File: config.mk
export PLATFORM = sky130hd
export DESIGN_NAME = oled_bounce
export DESIGN_NICKNAME = d
export VERILOG_FILES = /design/src/rtl/oled_bounce.sv
export SDC_FILE = /design/constraint.sdc
export NUM_CORES = 1
export LEC_CHECK = 0
export CAP_MARGIN = 20
export CORE_MARGIN = 5
export CORE_UTILIZATION = 52
export DETAILED_ROUTE_END_ITERATION = 12
export MAX_ROUTING_LAYER = met4
export PLACE_DENSITY = 0.72
export SETUP_SLACK_MARGIN = 0.02
export SYNTH_ARGS = -nofsm -noshare
export SYNTH_HDL_FRONTEND = slang
export SYNTH_SLANG_ARGS = --single-unit
export TNS_END_PERCENT = 50
File: constraint.sdc
create_clock -name clk -period 2.7 [get_ports clk]
set_clock_uncertainty 0.15 [all_clocks]
set_input_delay 0.27 -clock clk [delete_from_list [all_inputs] [get_ports clk]]
set_output_delay 0.27 -clock clk [all_outputs]
set_load 0.01 [all_outputs]
File: src/rtl/oled_bounce.sv
// Animated pixel source for the 96x64 RGB565 OLED driver: a solid square sprite
// bounces off the panel edges, changing palette colour on every bounce.
module oled_bounce #(
  parameter int          WIDTH     = 96,
  parameter int          HEIGHT    = 64,
  parameter int          SIZE      = 8,
  parameter int          STEP      = 1,
  parameter int          FRAME_DIV = 2,
  parameter logic [15:0] BG        = 16'h0000
) (
  input  logic        clk,
  input  logic        resetn,
  input  logic        read,
  input  logic [5:0]  row_idx,
  input  logic [6:0]  column_idx,
  output logic [15:0] data_rgb,
  output logic        ack
);

  localparam int         FW     = (FRAME_DIV > 1) ? $clog2(FRAME_DIV) : 1;
  localparam logic [7:0] SIZE8  = 8'(SIZE);
  localparam logic [7:0] STEP8  = 8'(STEP);
  localparam logic [7:0] XMAX   = 8'(WIDTH - SIZE);
  localparam logic [7:0] YMAX   = 8'(HEIGHT - SIZE);
  localparam logic [7:0] W8     = 8'(WIDTH);
  localparam logic [7:0] H8     = 8'(HEIGHT);
  localparam logic [7:0] WLAST  = 8'(WIDTH - 1);
  localparam logic [7:0] HLAST  = 8'(HEIGHT - 1);
  localparam logic [FW-1:0] FLAST = FW'(FRAME_DIV - 1);

  // Returns {bounced, new_position}; the clamp may move less than STEP on a bounce.
  function automatic logic [8:0] step_axis(input logic [7:0] pos, input logic neg,
                                           input logic [7:0] lim);
    logic [8:0] res;
    if (!neg) begin
      if (pos + STEP8 > lim) res = {1'b1, lim};
      else                   res = {1'b0, pos + STEP8};
    end else begin
      if (pos < STEP8) res = {1'b1, 8'd0};
      else             res = {1'b0, pos - STEP8};
    end
    return res;
  endfunction

  function automatic logic [15:0] palette(input logic [1:0] idx);
    logic [15:0] c;
    case (idx)
      2'd0:    c = 16'hF800;
      2'd1:    c = 16'h07E0;
      2'd2:    c = 16'h001F;
      default: c = 16'hFFFF;
    endcase
    return c;
  endfunction

  // Reset asserts asynchronously but is released on a clock edge.
  logic [1:0] rst_sync;
  logic       rst_n;

  always_ff @(posedge clk or negedge resetn) begin
    if (!resetn) rst_sync <= 2'b00;
    else         rst_sync <= {rst_sync[0], 1'b1};
  end
  assign rst_n = rst_sync[1];

  logic [6:0]    x;
  logic [5:0]    y;
  logic          dx_neg, dy_neg;
  logic [1:0]    col_idx;
  logic [FW-1:0] frame_cnt;

  logic          vld_p0;
  logic [5:0]    row_p0;
  logic [6:0]    col_p0;
  logic          last_p1;

  logic          accept;
  logic [7:0]    c8, r8, x8, y8;
  logic          inside_p0, last_p0;
  logic [8:0]    nx, ny;

  // A request in flight (capture stage or ack cycle) blocks new reads.
  assign accept = read && !vld_p0 && !ack;

  // Stage p0: capture request coordinates
  always_ff @(posedge clk) begin
    if (accept) begin
      row_p0 <= row_idx;
      col_p0 <= column_idx;
    end
  end

  // 8-bit intermediates keep x+SIZE from wrapping.
  assign c8 = {1'b0, col_p0};
  assign r8 = {2'b00, row_p0};
  assign x8 = {1'b0, x};
  assign y8 = {2'b00, y};

  assign inside_p0 = (c8 < W8) && (r8 < H8) &&
                     (c8 >= x8) && (c8 < x8 + SIZE8) &&
                     (r8 >= y8) && (r8 < y8 + SIZE8);
  assign last_p0   = (r8 == HLAST) && (c8 == WLAST);

  assign nx = step_axis(x8, dx_neg, XMAX);
  assign ny = step_axis(y8, dy_neg, YMAX);

  // Stage p1: colour registered, ack driven; frame-end update on the ack cycle
  always_ff @(posedge clk or negedge rst_n) begin
    if (!rst_n) begin
      vld_p0    <= 1'b0;
      ack       <= 1'b0;
      data_rgb  <= 16'h0000;
      last_p1   <= 1'b0;
      x         <= '0;
      y         <= '0;
      dx_neg    <= 1'b0;
      dy_neg    <= 1'b0;
      col_idx   <= 2'd0;
      frame_cnt <= '0;
    end else begin
      vld_p0 <= accept;
      ack    <= vld_p0;
      if (vld_p0) begin
        data_rgb <= inside_p0 ? palette(col_idx) : BG;
        last_p1  <= last_p0;
      end
      if (ack && last_p1) begin
        if (frame_cnt == FLAST) begin
          frame_cnt <= '0;
          x         <= 7'(nx[7:0]);
          y         <= 6'(ny[7:0]);
          dx_neg    <= dx_neg ^ nx[8];
          dy_neg    <= dy_neg ^ ny[8];
          if (nx[8] || ny[8]) col_idx <= col_idx + 2'd1;
        end else begin
          frame_cnt <= frame_cnt + 1'b1;
        end
      end
    end
  end

endmodule

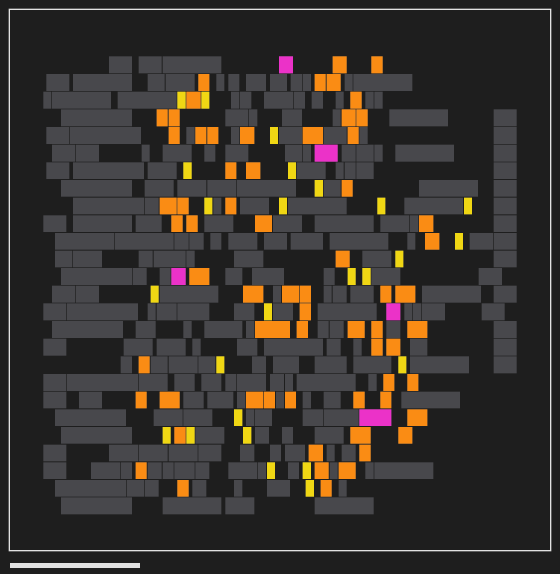
gate_families.png
Bar = 20 um.
legend:
  inverters:
    color: yellow
    cells: 25
  inverting AOI/OAI gates:
    color: orange
    cells: 64
  AND and OR gates:
    color: magenta
    cells: 5
post-route insts no fill: 394
combinational fraction of the cell area: 47.1%
Top cell excl fill/tap: clkdlybuf4s50_1

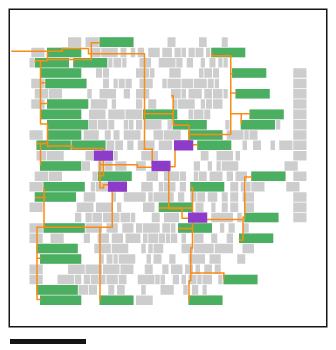
clock_map.png
Bar = 20 um.
legend:
  cells driving clock nets:
    color: purple
    count: 5
  clock wires:
    color: orange
    length: 462 um
  flip-flops:
    color: green
    count: 39
flops lie: widely spread
clock group power: 0.395 mW
Clk pwr share: 34.3%

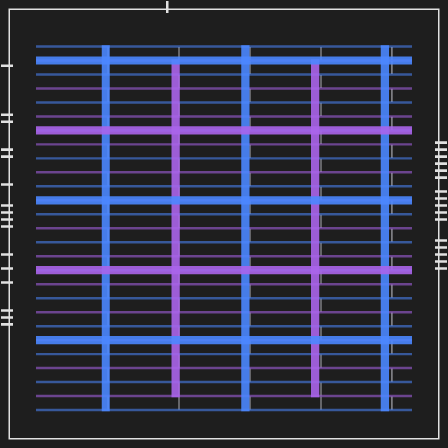
pdn.png
Pins as bars on the die edge. Tap cells in gray.
legend:
  VDD:
    color: purple
  VSS:
    color: blue
tap cells: 70
signal pins: 33
met5 straps: 5
met4 straps: 5
rows: 26

==> impl_metrics.json <==
{
  "antenna_found_initial": 0,
  "place_area_sq_mm": 0.00311,
  "ys.flops": 39,
  "warnings": 34,
  "viasPerCell": 5.82,
  "worstPathCellList": "inv_1 -> ha_1 -> inv_1 -> ha_1 -> o2111ai_1 -> a21oi_1 -> nor2_1 -> nand4_1 -> o22ai_1",
  "place_hpwl_um": 4520,
  "top_cells_by_area": "dfrtp_1, edfxtp_1, ha_1",
  "coreArea_sq_mm": 0.00517,
  "htreeDepth": 2,
  "simple_gate_share_pct": 18.2,
  "largest_cell_class": "multi-input combinational cells",
  "synthDistinctLibCells": 57,
  "nClkBuffers": 5,
  "chip_area_sq_mm": 0.00693,
  "fp_nets": 345,
  "drc": 0,
  "cpMaxStageDelayCell": "dfrtp_1",
  "syn_to_final_growth_pct": 15.1,
  "ios": 33,
  "die_y_um": 83.3,
  "fp_util_pct": 54.0,
  "fill_cells": 439,
  "peakVddDrop_v": 0.000373,
  "synth.logic.top_family": "simple AND/OR/NAND/NOR gates",
  "cts_tree": "built",
  "p_total_mw": 1.15,
  "nNonClkBuffers": 40,
  "holdWs_ns": 0.0878,
  "edf_count": 13,
  "hold_class": "reg2async",
  "crit_family": "adder cells",
  "cp_num_buf_inv": 2,
  "crit_path_max_fanout": 11,
  "reg2reg_depth": 9,
  "layout_min_cycle_time_ns": 2.46,
  "synthAoiAreaFrac_pct": 17.8,
  "seqAreaFraction_pct": 32.4,
  "syn-cell-area_sq_mm": 0.00279,
  "synthArstFlopShare_pct": 66.7,
  "status": "finished clean",
  "dp.cells": 385,
  "ff_type": "dfrtp_1",
  "yosys_area_sq_mm": 0.00279,
  "final_area_sq_mm": 0.00321,
  "setup_tns_ns": 0,
  "core.rowCount": 26,
  "dr.pass1.iters": 4,
  "grt_pass1_vias": 2238,
  "num_vias": 2292,
  "critPathCaptureType": "flop",
  "cts_max_path_buffers": 2,
  "p_leak_nw": 1.30,
  "inverters": 25,
  "fin_nets": 370,
  "maxCapViolCount": 0,
  "dieWidth_um": 83.3,
  "globalplace.congestion": 0.825,
  "yosys_warnings": 0,
  "setup_viol_count_final": 0,
  "worstSetupPathType": "reg2reg",
  "clk_share_pct": 2.92,
  "crit_required_ns": 2.75,
  "grt_pass1_wl_um": 10200,
  "wl_um": 5840,
  "cts_root_buf": "clkbuf_8",
  "n_tap_cell": 70,
  "wl_per_cell_um": 14.8,
  "yosys.area.top_type_share_pct": 23.3,
  "cp-endpoint": "data_rgb[4]",
  "top_area_cell": "dfrtp_1",
  "reg2reg_slack_ns": 0.24,
  "route.antenna.remaining_nets": 0,
  "reg2reg_from": "x[3]",
  "ys_seq_share_pct": 37.3,
  "r2r_end": "data_rgb[4]",
  "yosys_cells": 298,
  "clk_pin_slew_worst_paths_ns": 0.08,
  "cpPeakStageDelay_ns": 0.58,
  "finalMaxSlewViolations": 0,
  "grtUsageTotal_pct": 18.0
}
-- metal layers --
layer	up-vias	global-route usage (%)	wire, um
li1	1130	-	-
met1	1076	23.9	2730
met2	80	29.4	2720
met3	6	2.57	326
met4	0	3.71	65
met5	-	-	0
-- power breakdown --
group	switching (mW)	internal, mW	total (mW)
Combinational	0.0459	0.0587	0.105
Sequential	0.0183	0.634	0.653
Clock	0.211	0.184	0.395
-- timing repair --
item | in CTS | in global routing
endpoints found under the hold margin | 2 | 0
hold buffers | 1 | 0
setup buffers | 0 | 0
-- logic make-up after synthesis --
family | after synthesis
AOI/OAI and AO/OA | 76
DFF | 39
muxes | 4
buffers and inverters | 47
and+or+nand+nor | 93
xor gates and xnor gates | 7
other | 1
adders and majority gates | 31
-- synth_stat cells, drive strengths merged, types with 5 or more instances --
cell	count
buf	17
o22ai	6
a31oi	7
nand3	12
o21ai	22
inv	24
dfrtp	26
ha	31
nand2	27
nor2b	5
clkbuf	5
a21oi	15
xnor2	7
nand4	8
nor2	16
nor3	9
edfxtp	13
-- registers in the layout, summed over array words and instances (netlist names), 2 cells and up --
signal / flops
col_p0: 7
rst_sync: 2
x: 7
col_idx: 2
row_p0: 6
y: 6
data_rgb: 3
-- placed cells by master, fill, tap and decap left out, types with 3 or more instances in the layout --
cell type,count
buf_4,7
o21ai_1,3
xnor2_1,6
o21a_1,3
nand2b_1,3
nor3_1,7
nor2b_1,5
mux2i_1,3
dfrtp_1,26
nand2_1,27
o2111ai_1,3
edfxtp_1,13
nand4_1,8
clkbuf_8,5
clkdlybuf4s50_1,32
ha_1,31
o31ai_1,3
a31oi_1,7
o22ai_1,6
nand3_1,11
o21ai_0,19
a21oi_1,14
nor2_1,14
o32a_1,3
inv_1,24
Power and IR drop assume default switching activity.
